PDN straps and rails:
Scale bar: 20 µm. Pins as bars on the die edge.
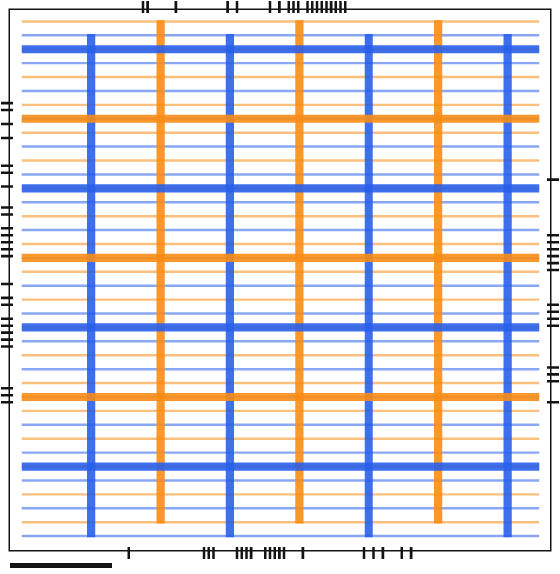
Placement by cell class:
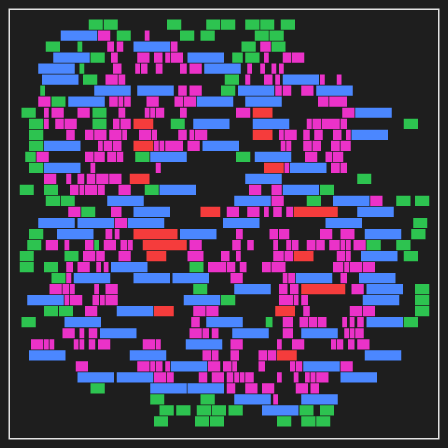
Clock network drawn from the DEF:
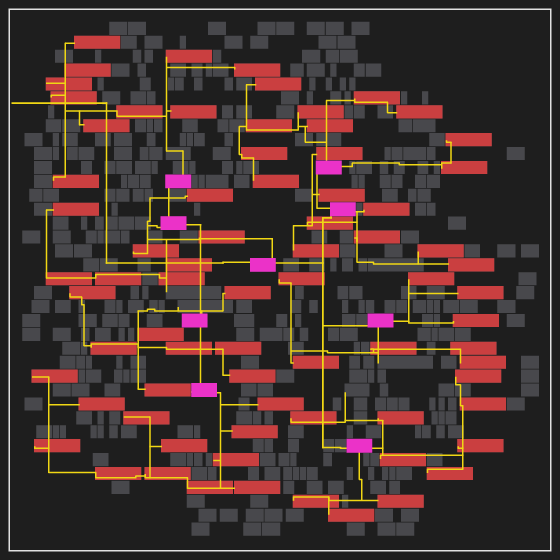
Metal layers overlaid:
Scale bar: 20 µm.
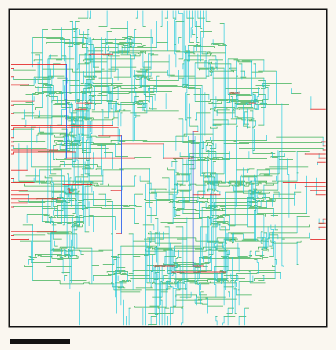
==> config.mk <==
export PLATFORM = sky130hd
export DESIGN_NAME = hazard_stall_ctrl
export DESIGN_NICKNAME = d
export VERILOG_FILES = /design/src/rtl/hazard_stall_ctrl_pkg.sv /design/src/rtl/hazard_stall_ctrl_sat_counter.sv /design/src/rtl/hazard_stall_ctrl.sv
export SDC_FILE = /design/constraint.sdc
export NUM_CORES = 1
export LEC_CHECK = 0
export CAP_MARGIN = 20
export CORE_MARGIN = 2
export CORE_UTILIZATION = 35
export CTS_BUF_LIST = sky130_fd_sc_hd__clkbuf_4 sky130_fd_sc_hd__clkbuf_8 sky130_fd_sc_hd__clkbuf_16
export CTS_CLUSTER_DIAMETER = 40
export DETAILED_ROUTE_END_ITERATION = 8
export GPL_TIMING_DRIVEN = 0
export PLACE_DENSITY = 0.58
export RECOVER_POWER = 100
export SKIP_LAST_GASP = 1
export SLEW_MARGIN = 25
export SYNTH_ARGS = -nofsm -noshare
export SYNTH_HDL_FRONTEND = slang
export SYNTH_SLANG_ARGS = --single-unit
==> constraint.sdc <==
create_clock -name clk -period 2.7 [get_ports clk]
set_input_delay 0.405 -clock clk [delete_from_list [all_inputs] [get_ports clk]]
set_output_delay 0.405 -clock clk [all_outputs]
set_load 0.01 [all_outputs]
==> changes_impl.md <==
### Metrics

* Status: finished with violations
* Failing checks: max-capacitance violations, max-slew violations
* Synth top cells by count: dfrtp_1, nand2_1, xnor2_1, xor2_1, nor2_1
* RSZ-0062 raised after global routing: no
* Combinational Area at approximately 1700 µm²
* Power Total at roughly 2.9 mW
* Worst slew pin tran at about 1.7 ns
* Most used DFF post-synth: dfrtp_1
* Met1 Use GR at 0.221
* Placed cell areas at ~4600 µm²
* Flop pwr share at 0.451
* FP Util at 0.355
* Number of enable flip-flop cells at 0
* Final worst slack at 0.0967 ns
* IO buf count at ~77
* First-pass GRT wire length at roughly 14,000 µm
* Routing usage on met3 at 0.0408
* Initial antenna violation count at 0
* Max-slew violation count at 31
* Combinational share of cell area at 0.343
* Most common cell on crit path: clkdlybuf4s50_1
* Clock-cell share of area at 0.0585
* Largest cell class by area: sequential cells
* Startpoint types: primary input
* Wire length on met2 at 3960 µm
* Tool warnings at 27
* Max clock buf depth at 2
* Leak pwr at around 2.3 nW
* Ys Warns at 0
* Clk pwr share at 0.412
* Dominant logic cell types in the final layout: dlygate4sd3_1, dfrtp_1, nand2_1, xnor2_1, xor2_1
* Max Cap Violations at 1
* H-tree depth at 3
* Final period util at 0.964
* Critical Path RT at about 2.3 ns
* Pint at 2.19 mW
* Cell accounting for the most synthesized area: dfrtp_1
* Adder-cell share of the synthesized area at 0.0139
* Crit path buf inv count at 4
* Xor and xnor fraction of the mapped netlist area at 0.155
* Met2 usage at 0.252
* Area fraction in compound gates at 0.0305
* P_sw at 730 µW
* Post-Syn Area per Cell at just over 10 µm²
* Pre-CTS setup slack at -0.109 ns
* Critical setup path kind: in -> out
* Worst path slowest cell: clkdlybuf4s50_1
* Distinct lib cells used at approximately 42
Back to the opening pictures, 'PDN straps and rails':
colour	net
blue	VSS
orange	VDD
rows	37
met1 rails	38
met4 straps	7
met5 straps	7
Die Width: 106 µm
Die Height: 106 µm
Core Region: 10,200 µm²
VDD IR max: 0.314 mV

Back to the opening pictures, 'placement by cell class':
colour	class	cells
green	other buffers and delay cells	89
blue	flip-flops	74
red	clock drivers and dummy loads	16
magenta	all other logic	274
row count: 37
fraction of area in registers: 0.380
design area: 4880 µm²

Back to the opening pictures, 'clock network drawn from the DEF':
[yellow] clock wires | length: 1,030 µm
[red] flip-flops | count: 74
[magenta] cells driving clock nets | count: 9
flops lie	widely spread
Clk power: 1.20 mW
Late-Pin Clk Latency: 0.34 ns
clock skew: 0.0123 ns

Back to the opening pictures, 'metal layers overlaid':
colour	layer	wire length
green	met1	4,010 µm
red	met3	402 µm
cyan	met2	3,960 µm
blue	met4	109 µm
drt total wl: 8480 µm
GR Util All Layers: 0.161
vias after detailed routing: 2,929
routed len/inst: 14.4 µm

Power and IR drop assume default switching activity.
